--- src/rtl/r4_pkg.sv ---
// r4_pkg: shared definitions for the radix-4 butterfly Wishbone responder.
//   - DW: butterfly data width per component
//   - register offsets inside the 16-byte window
//   - run-control FSM state type
package r4_pkg;

    localparam int DW = 4;

    localparam logic [3:0] OPERAND_OFS = 4'h0;
    localparam logic [3:0] CTRL_OFS    = 4'h4;
    localparam logic [3:0] STATUS_OFS  = 4'h8;
    localparam logic [3:0] RESULT_OFS  = 4'hC;

    typedef enum logic [1:0] {
        IDLE    = 2'd0,
        WAIT    = 2'd1,
        CAPTURE = 2'd2
    } r4_state_e;

endpackage

--- src/rtl/r4_result_fifo.sv ---
// r4_result_fifo: synchronous FIFO holding captured butterfly samples.
//   clk_i, rst_i : clock, synchronous active-high reset
//   clr_i        : synchronous flush (start of a new run)
//   push_i       : write wdata_i (dropped only if full and not popping)
//   pop_i        : remove head entry (ignored when empty)
//   rdata_o      : head entry, meaningful only when !empty_o
//   count_o      : number of stored entries
//   empty_o      : no entries stored
module r4_result_fifo #(
    parameter int DEPTH = 4,
    parameter int W     = 8
) (
    input  logic                       clk_i,
    input  logic                       rst_i,
    input  logic                       clr_i,
    input  logic                       push_i,
    input  logic                       pop_i,
    input  logic [W-1:0]               wdata_i,
    output logic [W-1:0]               rdata_o,
    output logic [$clog2(DEPTH+1)-1:0] count_o,
    output logic                       empty_o
);
    localparam int AW = $clog2(DEPTH);
    localparam int CW = $clog2(DEPTH+1);

    logic [W-1:0]  mem_q [DEPTH];
    logic [AW-1:0] wptr_q, rptr_q;
    logic [CW-1:0] count_q;
    logic          pop_ok, push_ok;

    assign empty_o = (count_q == '0);
    assign pop_ok  = pop_i && !empty_o;
    // A push into a full FIFO is only legal when the head leaves the same cycle.
    assign push_ok = push_i && ((count_q != CW'(DEPTH)) || pop_ok);
    assign rdata_o = mem_q[rptr_q];
    assign count_o = count_q;

    always_ff @(posedge clk_i) begin
        if (rst_i || clr_i) begin
            wptr_q  <= '0;
            rptr_q  <= '0;
            count_q <= '0;
        end else begin
            if (push_ok) begin
                mem_q[wptr_q] <= wdata_i;
                wptr_q        <= wptr_q + 1'b1;
            end
            if (pop_ok) begin
                rptr_q <= rptr_q + 1'b1;
            end
            case ({push_ok, pop_ok})
                2'b10:   count_q <= count_q + 1'b1;
                2'b01:   count_q <= count_q - 1'b1;
                default: count_q <= count_q;
            endcase
        end
    end

endmodule

--- src/rtl/r4_wb_responder.sv ---
// r4_wb_responder: Wishbone classic slave driving the radix-4 butterfly.
//   CLK, RST          : clock, synchronous active-high reset
//   wbs_*             : Wishbone slave port (sel ignored, full-word access)
//   xr0..xr3/xi0..xi3 : operand outputs to the butterfly (OPERAND register)
//   c1, c2, c3        : butterfly control selects (CTRL register)
//   Xro, Xio          : butterfly outputs, captured N_OUT cycles per run
//   dbg_state_o       : current run-control FSM state
// Bus handshake (valid/ready): a request is stb & cyc & address in window;
// it is accepted on an edge where ack is low, ack is high for exactly the
// following cycle, and all side effects take place on that accepting edge.
// wbs_dat_o carries read data only while ack is high, otherwise 0.
import r4_pkg::*;

module r4_wb_responder #(
    parameter logic [31:0] BASE_ADDR = 32'h3000_0000,
    parameter int          LATENCY   = 2,
    parameter int          N_OUT     = 4
) (
    input  logic          CLK,
    input  logic          RST,
    input  logic          wbs_stb_i,
    input  logic          wbs_cyc_i,
    input  logic          wbs_we_i,
    input  logic [3:0]    wbs_sel_i,
    input  logic [31:0]   wbs_adr_i,
    input  logic [31:0]   wbs_dat_i,
    output logic          wbs_ack_o,
    output logic [31:0]   wbs_dat_o,
    output logic [DW-1:0] xr0,
    output logic [DW-1:0] xr1,
    output logic [DW-1:0] xr2,
    output logic [DW-1:0] xr3,
    output logic [DW-1:0] xi0,
    output logic [DW-1:0] xi1,
    output logic [DW-1:0] xi2,
    output logic [DW-1:0] xi3,
    output logic          c1,
    output logic          c2,
    output logic          c3,
    input  logic [DW-1:0] Xro,
    input  logic [DW-1:0] Xio,
    output logic [1:0]    dbg_state_o
);
    localparam int CNT_MAX = (LATENCY > N_OUT) ? LATENCY : N_OUT;
    localparam int CNTW    = $clog2(CNT_MAX + 1);
    localparam int FCW     = $clog2(N_OUT + 1);

    r4_state_e       state_q, state_d;
    logic [CNTW-1:0] cnt_q, cnt_d;
    logic [31:0]     operand_q;
    logic [2:0]      c_q;
    logic            done_q;
    logic            ack_q;
    logic [31:0]     dat_q;

    logic            in_win, accept, wr, rd, busy;
    logic [3:0]      ofs;
    logic            start, push, fin, pop;
    logic [31:0]     rd_data;
    logic [2*DW-1:0] fifo_rdata;
    logic [FCW-1:0]  fifo_count;
    logic            fifo_empty;
    logic            unused_sel;

    assign unused_sel = ^wbs_sel_i;

    assign in_win = (wbs_adr_i[31:4] == BASE_ADDR[31:4]);
    assign accept = wbs_stb_i && wbs_cyc_i && in_win && !ack_q;
    assign wr     = accept && wbs_we_i;
    assign rd     = accept && !wbs_we_i;
    assign ofs    = wbs_adr_i[3:0];
    assign busy   = (state_q != IDLE);
    assign pop    = rd && (ofs == RESULT_OFS) && !fifo_empty;

    // Run control: start only from IDLE, so a start in the completing cycle
    // (state still CAPTURE) or during a run is dropped.
    always_comb begin
        state_d = state_q;
        cnt_d   = cnt_q;
        start   = 1'b0;
        push    = 1'b0;
        fin     = 1'b0;
        case (state_q)
            IDLE: begin
                if (wr && (ofs == CTRL_OFS) && wbs_dat_i[0]) begin
                    start   = 1'b1;
                    state_d = WAIT;
                    cnt_d   = '0;
                end
            end
            WAIT: begin
                if (cnt_q == CNTW'(LATENCY - 1)) begin
                    state_d = CAPTURE;
                    cnt_d   = '0;
                end else begin
                    cnt_d = cnt_q + 1'b1;
                end
            end
            CAPTURE: begin
                push = 1'b1;
                if (cnt_q == CNTW'(N_OUT - 1)) begin
                    fin     = 1'b1;
                    state_d = IDLE;
                    cnt_d   = '0;
                end else begin
                    cnt_d = cnt_q + 1'b1;
                end
            end
            default: begin
                state_d = IDLE;
                cnt_d   = '0;
            end
        endcase
    end

    always_comb begin
        rd_data = '0;
        case (ofs)
            OPERAND_OFS: rd_data = operand_q;
            CTRL_OFS:    rd_data = {28'b0, c_q, 1'b0};
            STATUS_OFS:  rd_data = {26'b0, 4'(fifo_count), done_q, busy};
            RESULT_OFS:  rd_data = fifo_empty ? 32'b0 : {1'b1, 23'b0, fifo_rdata};
            default:     rd_data = '0;
        endcase
    end

    always_ff @(posedge CLK) begin
        if (RST) begin
            state_q   <= IDLE;
            cnt_q     <= '0;
            operand_q <= '0;
            c_q       <= '0;
            done_q    <= 1'b0;
            ack_q     <= 1'b0;
            dat_q     <= '0;
        end else begin
            state_q <= state_d;
            cnt_q   <= cnt_d;
            ack_q   <= accept;
            dat_q   <= rd ? rd_data : 32'b0;
            if (wr && !busy && (ofs == OPERAND_OFS)) begin
                operand_q <= wbs_dat_i;
            end
            if (wr && !busy && (ofs == CTRL_OFS)) begin
                c_q <= wbs_dat_i[3:1];
            end
            if (start) begin
                done_q <= 1'b0;
            end else if (fin) begin
                done_q <= 1'b1;
            end
        end
    end

    r4_result_fifo #(
        .DEPTH (N_OUT),
        .W     (2*DW)
    ) u_fifo (
        .clk_i   (CLK),
        .rst_i   (RST),
        .clr_i   (start),
        .push_i  (push),
        .pop_i   (pop),
        .wdata_i ({Xio, Xro}),
        .rdata_o (fifo_rdata),
        .count_o (fifo_count),
        .empty_o (fifo_empty)
    );

    assign wbs_ack_o   = ack_q;
    assign wbs_dat_o   = dat_q;
    assign {xi3, xi2, xi1, xi0, xr3, xr2, xr1, xr0} = operand_q;
    assign {c3, c2, c1} = c_q;
    assign dbg_state_o = state_q;

endmodule
--- config.mk ---
export PLATFORM = sky130hd
export DESIGN_NAME = r4_wb_responder
export DESIGN_NICKNAME = d
export VERILOG_FILES = /design/src/rtl/r4_pkg.sv /design/src/rtl/r4_result_fifo.sv /design/src/rtl/r4_wb_responder.sv
export SDC_FILE = /design/constraint.sdc
export NUM_CORES = 1
export LEC_CHECK = 0
export ABC_AREA = 1
export CORE_AREA = 2 2 110 102
export CTS_CLUSTER_SIZE = 24
export DETAILED_ROUTE_END_ITERATION = 7
export DIE_AREA = 0 0 112 104
export MAX_ROUTING_LAYER = met4
export PLACE_DENSITY = 0.75
export SLEW_MARGIN = 10
export SYNTH_ARGS = -nofsm -noshare
export SYNTH_HDL_FRONTEND = slang
export SYNTH_HIERARCHICAL = 1
export SYNTH_SLANG_ARGS = --single-unit
--- constraint.sdc ---
create_clock -name CLK -period 2.7 [get_ports CLK]
set_input_delay 0.54 -clock CLK [delete_from_list [all_inputs] [get_ports CLK]]
set_output_delay 0.54 -clock CLK [all_outputs]
set_load 0.005 [all_outputs]
==> results.yml <==
# yosys + openroad results
synth:
  ys_sh_mux: 0
  ys_area_sq_um: 4720
  edf_count: 32
  yosys_warnings: 6
  leading_post_synthesis_cells_by_cell_area: "sky130_fd_sc_hd__dfxtp_1, sky130_fd_sc_hd__edfxtp_1, sky130_fd_sc_hd__nor2_1, sky130_fd_sc_hd__nand2_1, sky130_fd_sc_hd__inv_1"
  net_count_entering_floorplan: 674
  synth-xor-area-share: 0
  synth.most_common_cell: "sky130_fd_sc_hd__nor2_1"
  synth-simple-area-share: 0.258
  synth_sequential_area_ratio: 0.555
  post-synth-top-area-fraction: 0.352
  synthFlopType: "sky130_fd_sc_hd__dfxtp_1"
  synth_adder_area_share: 0.0360
grt:
  met2_usage: 0.405
  grt_antenna_before_repair: 0
  maximum_number_of_pins_on_one_net_before_global_route_repair: 36
  grt.total_usage: 0.230
  gr-usage-met1: 0.249
drt:
  remaining_drc_errors: 0
  first_iter_violations: 178
  highest-signal-layer: "met4"
  wirelength_um: 12900
clock_network:
  clock_sinks: 115
  cts-root-to-sink-buffers: 2
  holdBufCountCts: 0
sta:
  timing.final.crit_share: 0.963
  period_minus_slack_ns: 2.60
  timing.final.setup_violations: 0
critical_path:
  cpMostUsedCell: "sky130_fd_sc_hd__nand2_1"
  worst-path-max-fanout: 3
  worst_r2r_path_depth: 17
  critical_path_depth: 19
  critical_path.endpoint_type: "flop"
  worstSetupStartpointType: "input pin"
final_layout:
  num-nonclk-inverters: 83
  fill_cell_count: 812
  final_util: 0.676
  nNonClkBuffers: 175
  final_layout_size_suffix_gt1_frac: 0.110
  comb_area_sq_um: 1730
  flow.area_growth_from_synthesis_pct: 50.7
  finish.instance_area_sq_um: 7120
worst_hold_path:
  hold_path_cells: 2
placed_design:
  hpwlAfterDp_um: 8950
status:
  run_status: "complete, no violations"
floorplanning:
  die_height_um: 104
  fp_util: 0.448
run:
  openroad.warnings: 37
power_and_ir_drop:
  seq_power_share: 0.429
  power.group.top: "clock"
what timing repair did:
item,CTS,global route
buffers inserted,0,3
pin swaps,0,19
endpoints found under the setup margin,1,1
resized,1,20
metrics by stage:
| stage | instances | setup WS, ns | TNS [ns] | power, W |
|---|---|---|---|---|
| 6_report | 903 | 0.0996 | 0 | 0.00413 |
| 5_1_grt | 903 | -0.0509 | -0.0509 | 0.00425 |
| 4_1_cts | 900 | 0.0589 | 0 | 0.00415 |
| 3_5_place_dp | 868 | -0.451 | -6.54 | 0.00197 |
| 3_3_place_gp | 868 | -0.344 | -5.76 | 0.00197 |
| 2_1_floorplan | 580 | 0.226 | 0 | 0.00183 |
I/O nets highlighted:
Drawn at 2 px/um.
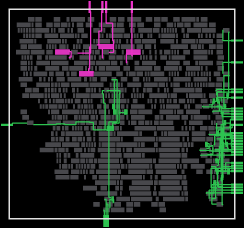
green -> `wbs_adr_i`  # direction input, end cells 20, buffers 34, wire 847 um
magenta -> `xi1`  # direction output, end cells 4, buffers 4, wire 141 um
Port-buffer cells: 146
I/O pin cnt: 151

Cell classes on the final placement:
Drawn at 3 px/um.
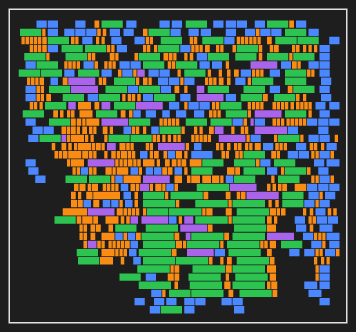
orange -> combinational and other logic  # cells 448
green -> sequential cells  # cells 115
purple -> clock drivers and dummy loads  # cells 32
blue -> remaining buffers and delay cells  # cells 175
sequential fraction of total cell area: 0.368
Floorplan Core Area: 10500 sq um

Power is estimated from default activity; no workload was simulated.
